$ cat src/rtl/sent_tx_pkg.sv
// Shared types and helpers for the SENT transmit path.
package sent_tx_pkg;

   localparam int unsigned ID_W   = 8;
   localparam int unsigned DATA_W = 16;

   typedef enum logic [1:0] {
      IDLE  = 2'd0,
      OFFER = 2'd1,
      BUSY  = 2'd2
   } state_t;

   function automatic int unsigned clog2(input int unsigned value);
      int unsigned w;
      w = 0;
      while ((64'd1 << w) < 64'(value)) begin
         w = w + 1;
      end
      return w;
   endfunction

endpackage

$ cat src/rtl/sent_tx_rr_arb.sv
// Combinational rotating-priority arbiter: first pending index at or after the pointer, wrapping.
module sent_tx_rr_arb
   import sent_tx_pkg::*;
#(
   parameter int unsigned N     = 4,
   parameter int unsigned IDX_W = clog2(N)
) (
   input  logic [N-1:0]     i_pending,
   input  logic [IDX_W-1:0] i_rr_ptr,
   output logic             o_grant_valid,
   output logic [IDX_W-1:0] o_grant_idx
);

   logic             w_found_hi;
   logic             w_found_lo;
   logic [IDX_W-1:0] w_idx_hi;
   logic [IDX_W-1:0] w_idx_lo;

   // Lowest pending at/above the pointer wins; otherwise wrap to the lowest pending overall.
   always_comb begin
      w_found_hi = 1'b0;
      w_found_lo = 1'b0;
      w_idx_hi   = '0;
      w_idx_lo   = '0;
      for (int unsigned i = 0; i < N; i++) begin
         if (!w_found_hi && i_pending[i] && (IDX_W'(i) >= i_rr_ptr)) begin
            w_found_hi = 1'b1;
            w_idx_hi   = IDX_W'(i);
         end
         if (!w_found_lo && i_pending[i]) begin
            w_found_lo = 1'b1;
            w_idx_lo   = IDX_W'(i);
         end
      end
      o_grant_valid = w_found_lo;
      o_grant_idx   = w_found_hi ? w_idx_hi : w_idx_lo;
   end

endmodule

$ cat src/rtl/sent_tx_slow_sched.sv
// Slow-channel message scheduler: per-slot repeat timers, round-robin pick, and a
// valid/ack/done handshake towards sent_tx_control.
module sent_tx_slow_sched
   import sent_tx_pkg::*;
#(
   parameter int unsigned NUM_SLOTS = 4,
   parameter int unsigned SLOT_W    = clog2(NUM_SLOTS),
   parameter int unsigned PERIOD_W  = 8
) (
   input  logic                 clk_tx,
   input  logic                 reset_tx,
   input  logic                 cfg_wr_i,
   input  logic [SLOT_W-1:0]    cfg_slot_i,
   input  logic                 cfg_enable_i,
   input  logic [ID_W-1:0]      cfg_id_i,
   input  logic [DATA_W-1:0]    cfg_data_i,
   input  logic [PERIOD_W-1:0]  cfg_period_i,
   input  logic                 clr_overrun_i,
   input  logic                 frame_tick_i,
   input  logic                 msg_ack_i,
   input  logic                 msg_done_i,
   output logic                 msg_valid_o,
   output logic [SLOT_W-1:0]    msg_slot_o,
   output logic [ID_W-1:0]      msg_id_o,
   output logic [DATA_W-1:0]    msg_data_o,
   output logic                 busy_o,
   output logic [NUM_SLOTS-1:0] pending_o,
   output logic [NUM_SLOTS-1:0] overrun_o
);

   logic [NUM_SLOTS-1:0] r_en;
   logic [NUM_SLOTS-1:0] r_pend;
   logic [NUM_SLOTS-1:0] r_ovr;
   logic [ID_W-1:0]      r_id     [NUM_SLOTS];
   logic [DATA_W-1:0]    r_data   [NUM_SLOTS];
   logic [PERIOD_W-1:0]  r_period [NUM_SLOTS];
   logic [PERIOD_W-1:0]  r_cnt    [NUM_SLOTS];

   state_t               r_state;
   logic [SLOT_W-1:0]    r_rr;
   logic                 r_valid;
   logic [SLOT_W-1:0]    r_slot;
   logic [ID_W-1:0]      r_id_out;
   logic [DATA_W-1:0]    r_data_out;

   logic                 w_grant_valid;
   logic [SLOT_W-1:0]    w_grant_idx;
   logic                 w_ack;
   logic                 w_wr_offered;
   logic [NUM_SLOTS-1:0] w_wr_hit;
   logic [NUM_SLOTS-1:0] w_ack_hit;
   logic [NUM_SLOTS-1:0] w_ticking;
   logic [NUM_SLOTS-1:0] w_expire;

   sent_tx_rr_arb #(
      .N     (NUM_SLOTS),
      .IDX_W (SLOT_W)
   ) u_arb (
      .i_pending     (r_pend),
      .i_rr_ptr      (r_rr),
      .o_grant_valid (w_grant_valid),
      .o_grant_idx   (w_grant_idx)
   );

   always_comb begin
      w_ack        = (r_state == OFFER) && msg_ack_i;
      w_wr_offered = cfg_wr_i && (cfg_slot_i == r_slot);
      w_wr_hit     = '0;
      w_ack_hit    = '0;
      w_ticking    = '0;
      w_expire     = '0;
      for (int unsigned s = 0; s < NUM_SLOTS; s++) begin
         w_wr_hit[s]  = cfg_wr_i && (cfg_slot_i == SLOT_W'(s));
         w_ack_hit[s] = w_ack && (r_slot == SLOT_W'(s));
         w_ticking[s] = frame_tick_i && r_en[s] && (r_period[s] != '0);
         w_expire[s]  = w_ticking[s] && (r_cnt[s] <= PERIOD_W'(1));
      end
   end

   // Slot state: a config write overrides everything else on that slot in the same cycle;
   // an expiry beats an ack's pending clear, and an overrun set beats the clear strobe.
   always_ff @(posedge clk_tx) begin
      if (reset_tx) begin
         r_en   <= '0;
         r_pend <= '0;
         r_ovr  <= '0;
         for (int unsigned s = 0; s < NUM_SLOTS; s++) begin
            r_id[s]     <= '0;
            r_data[s]   <= '0;
            r_period[s] <= '0;
            r_cnt[s]    <= '0;
         end
      end else begin
         for (int unsigned s = 0; s < NUM_SLOTS; s++) begin
            if (w_wr_hit[s]) begin
               r_en[s]     <= cfg_enable_i;
               r_id[s]     <= cfg_id_i;
               r_data[s]   <= cfg_data_i;
               r_period[s] <= cfg_period_i;
               r_cnt[s]    <= cfg_period_i;
               r_pend[s]   <= cfg_enable_i && (cfg_period_i == '0);
               r_ovr[s]    <= 1'b0;
            end else begin
               if (w_ticking[s]) begin
                  r_cnt[s] <= w_expire[s] ? r_period[s] : r_cnt[s] - PERIOD_W'(1);
               end
               if (w_expire[s]) begin
                  r_pend[s] <= 1'b1;
               end else if (w_ack_hit[s]) begin
                  r_pend[s] <= 1'b0;
               end
               if (w_ack_hit[s] && (r_period[s] == '0)) begin
                  r_en[s] <= 1'b0;
               end
               if (w_expire[s] && r_pend[s] && !w_ack_hit[s]) begin
                  r_ovr[s] <= 1'b1;
               end else if (clr_overrun_i) begin
                  r_ovr[s] <= 1'b0;
               end
            end
         end
      end
   end

   always_ff @(posedge clk_tx) begin
      if (reset_tx) begin
         r_state    <= IDLE;
         r_rr       <= '0;
         r_valid    <= 1'b0;
         r_slot     <= '0;
         r_id_out   <= '0;
         r_data_out <= '0;
      end else begin
         case (r_state)
            IDLE: begin
               if (w_grant_valid) begin
                  r_slot     <= w_grant_idx;
                  r_id_out   <= r_id[w_grant_idx];
                  r_data_out <= r_data[w_grant_idx];
                  r_valid    <= 1'b1;
                  r_state    <= OFFER;
               end
            end
            OFFER: begin
               if (msg_ack_i) begin
                  r_valid <= 1'b0;
                  r_rr    <= (r_slot == SLOT_W'(NUM_SLOTS - 1)) ? '0 : r_slot + SLOT_W'(1);
                  r_state <= BUSY;
               end else if (w_wr_offered) begin
                  r_valid <= 1'b0;
                  r_state <= IDLE;
               end
            end
            BUSY: begin
               if (msg_done_i) begin
                  r_state <= IDLE;
               end
            end
            default: begin
               r_valid <= 1'b0;
               r_state <= IDLE;
            end
         endcase
      end
   end

   assign msg_valid_o = r_valid;
   assign msg_slot_o  = r_slot;
   assign msg_id_o    = r_id_out;
   assign msg_data_o  = r_data_out;
   assign busy_o      = (r_state == BUSY);
   assign pending_o   = r_pend;
   assign overrun_o   = r_ovr;

endmodule

$ cat config.mk
export PLATFORM = sky130hd
export DESIGN_NAME = sent_tx_slow_sched
export DESIGN_NICKNAME = d
export VERILOG_FILES = /design/src/rtl/sent_tx_pkg.sv /design/src/rtl/sent_tx_rr_arb.sv /design/src/rtl/sent_tx_slow_sched.sv
export SDC_FILE = /design/constraint.sdc
export NUM_CORES = 1
export LEC_CHECK = 0
export CORE_MARGIN = 2
export CORE_UTILIZATION = 40
export CTS_CLUSTER_SIZE = 24
export DETAILED_ROUTE_END_ITERATION = 6
export SLEW_MARGIN = 20
export SYNTH_ARGS = -nofsm -noshare
export SYNTH_HDL_FRONTEND = slang
export SYNTH_HIERARCHICAL = 1
export SYNTH_SLANG_ARGS = --single-unit
$ cat constraint.sdc
create_clock -name clk_tx -period 4.5 [get_ports clk_tx]
set_input_delay 0.9 -clock clk_tx [delete_from_list [all_inputs] [get_ports clk_tx]]
set_output_delay 0.9 -clock clk_tx [all_outputs]
set_load 0.02 [all_outputs]
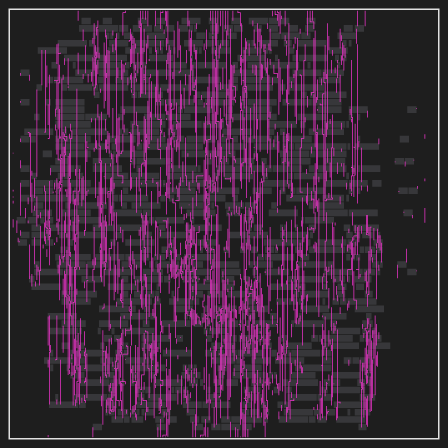
Figure 1: run 1, met2 routing.
Cells faint in the background.
longest straight run: 58.5 um
nets with wire on the layer: 740
wire length on this layer: 10900 um
main direction: vertical
share of all routed wire: 49%

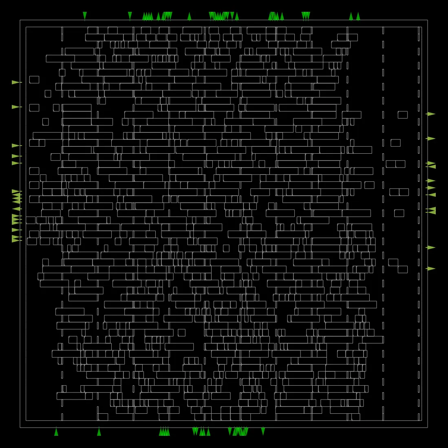
Figure 2: run 1, cell outlines without signal wires.
final core occ: 48.6%
row count: 56

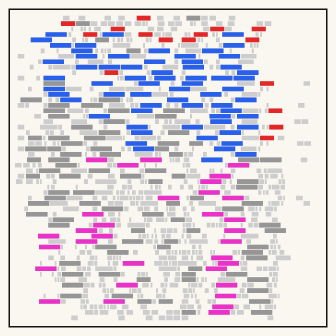
Figure 3: run 1, sequential cells coloured by netlist name.
Other sequential cells in the stronger grey, the rest of the logic in the fainter grey.
| signal | colour | placed flops |
|---|---|---|
| msg_data_o | red | 16 |
| r_data | blue | 64 |
| r_period | magenta | 32 |

==> flow_summary_export.csv, run 1 <==
group,metric,value,unit
yosys,synth_area_per_cell,12.2,um2
clocking,cts_resized,0,
final_layout,logic_gates,505,
power,powerSeq,2.24,mW
flow_run,cap_violations,0,
yosys,synthAoiAreaFrac,8.22,%
critical_path,r2r_slack,2010,ps
critical_path,cp_max_fo,18,
sta,finalHoldViolations,0,
critical_path,critPathRequiredTime,4700,ps
placement,hpwl,14300,um
final_layout,instances_no_fill,1187,
clocking,cts_root_buf,"clkbuf_16",
final_layout,comb_share,31.6,%
yosys,async_flop_share,0,%
yosys,ys_seq_share,59.9,%
placement,io_buffers,77,
final_layout,lay_top_count,"edfxtp_1",
sta,worst_slack,1760,ps
final_layout,ff_count,203,
global_routing,grt_max_degree,35,
yosys,adder_share,1.59,%
placement,place_congestion,0.795,
final_layout,seq_share,50.0,%
yosys,simple_gate_share,18.5,%
yosys,ys_types,53,
final_layout,nNetsFinal,906,
yosys,ys_sh_mux,7.62,%
die,fp.dieArea,24900,um2
die,core-area,23300,um2
clocking,cts_tree,"built",
critical_path,path_depth,5,
yosys,fp_nets,829,
critical_path,setup.worst_path.end,"r_id[0][0]",
outcome,status,"complete, no violations",
final_layout,nFillCells,2053,
clocking,cts_htree_levels,1,
yosys,xor_share,1.30,%
sta,finalSetupViolCount,0,
flow_run,warnings,33,
yosys,yosysWarnings,6,
global_routing,grt.overflow.total,0,
yosys,ys_cells,775,
critical_path,setup.worst_path.end_class,"register",
routing,wl_met3,767,um
yosys,synth_top_cell_by_area,"edfxtp_1",
yosys,yosys.cell_count.top_type,"edfxtp_1",
final_layout,inv_count,32,
die,taps,319,
routing,vias,6167,
placement,dpl.cell_count,1147,
final_layout,final_cell_area,11300,um2
hold_path,hold_end,"msg_id_o[4]",
global_routing,grt_use_met3,1.89,%
final_layout,nClkBuffers,32,
yosys,netlist_area,9460,um2
final_layout,n_all_buffers,88,
yosys,logic_family,"simple AND/OR/NAND/NOR gates",
sta,timing.hold.ws,452,ps
critical_path,crit_buf_inv,3,
routing,routed.top_layer,"met4",
power,peakVddDrop,244,uV
routing,routed-wl-met2,10900,um
routing,routedWlPerCell,18.7,um
==> run 1 -> run 2 <==
==> constraint.sdc (replaced) <==
create_clock -name clk_tx -period 2.3 [get_ports clk_tx]
set_input_delay 0.46 -clock clk_tx [delete_from_list [all_inputs] [get_ports clk_tx]]
set_output_delay 0.46 -clock clk_tx [all_outputs]
set_load 0.02 [all_outputs]
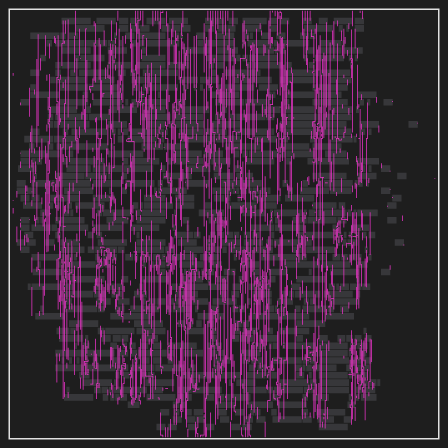
Figure 4: run 2, met2 routing.
Cells faint in the background.
wire length on this layer: 11000 um
nets with wire on the layer: 777

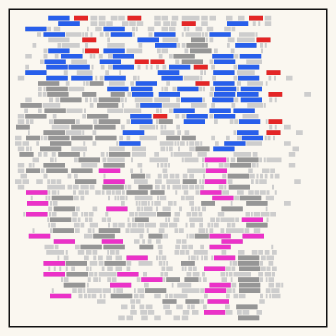
Figure 5: run 2, sequential cells coloured by netlist name.
Other sequential cells in the stronger grey, the rest of the logic in the fainter grey.
| signal | colour | placed flops |
|---|---|---|
| r_data | blue | 64 |
| r_period | magenta | 32 |
| msg_data_o | red | 16 |
not coloured: 91

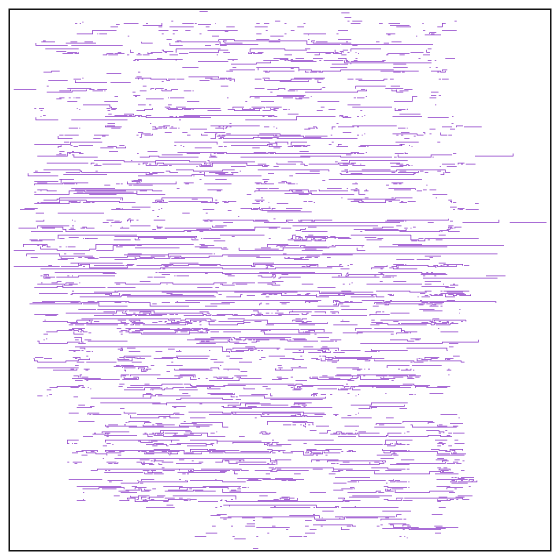
Figure 6: run 2, met1 routing.
nets with wire on the layer: 907
wire length on this layer: 10100 um
share of all routed wire: 45%

==> flow_summary_export.csv, run 2 <==
group,metric,value,unit
yosys,simple_gate_share,18.5,%
final_layout,inv_count,32,
global_routing,grt_use_met3,2.46,%
die,taps,319,
critical_path,crit_buf_inv,0,
critical_path,cp_max_fo,5,
yosys,xor_share,1.30,%
critical_path,path_depth,4,
critical_path,setup.worst_path.end,"r_cnt[2][3]",
yosys,fp_nets,829,
final_layout,nNetsFinal,959,
routing,vias,6308,
power,peakVddDrop,482,uV
final_layout,comb_share,30.2,%
sta,finalSetupViolCount,0,
yosys,ys_seq_share,59.9,%
yosys,synthAoiAreaFrac,8.22,%
yosys,ys_cells,775,
global_routing,grt.overflow.total,0,
yosys,yosysWarnings,6,
routing,routedWlPerCell,18.2,um
routing,routed.top_layer,"met4",
final_layout,nFillCells,2034,
routing,wl_met3,1040,um
placement,dpl.cell_count,1200,
final_layout,final_core_util,50.9,%
die,fp.dieArea,24900,um2
clocking,cts_tree,"built",
yosys,adder_share,1.59,%
flow_run,warnings,33,
yosys,async_flop_share,0,%
yosys,synth_area_per_cell,12.2,um2
placement,hpwl,15200,um
hold_path,hold_end,"msg_data_o[7]",
routing,routed-wl-met2,11000,um
yosys,ys_sh_mux,7.62,%
final_layout,n_all_buffers,141,
critical_path,setup.worst_path.end_class,"register",
placement,io_buffers,77,
clocking,cts_htree_levels,1,
global_routing,grt_max_degree,33,
sta,finalHoldViolations,0,
clocking,clk_pin_slew_worst_paths,60,ps
final_layout,ff_count,203,
power,powerSeq,4.37,mW
final_layout,logic_gates,505,
sta,timing.hold.ws,451,ps
final_layout,instances_no_fill,1240,
critical_path,r2r_slack,70,ps
yosys,synth_top_cell_by_area,"edfxtp_1",
final_layout,nClkBuffers,33,
yosys,netlist_area,9460,um2
critical_path,r2r-end,"r_cnt[2][3]",
outcome,status,"complete, no violations",
yosys,yosys.cell_count.top_type,"edfxtp_1",
final_layout,seq_share,47.7,%
critical_path,critPathRequiredTime,2550,ps
clocking,cts_resized,1,
die,placementRows,56,
flow_run,cap_violations,0,
yosys,ys_types,53,
final_layout,final_cell_area,11900,um2
final_layout,lay_top_count,"edfxtp_1",
die,core-area,23300,um2
yosys,logic_family,"simple AND/OR/NAND/NOR gates",
No activity file was given, so power comes from the tool's default toggle rates.
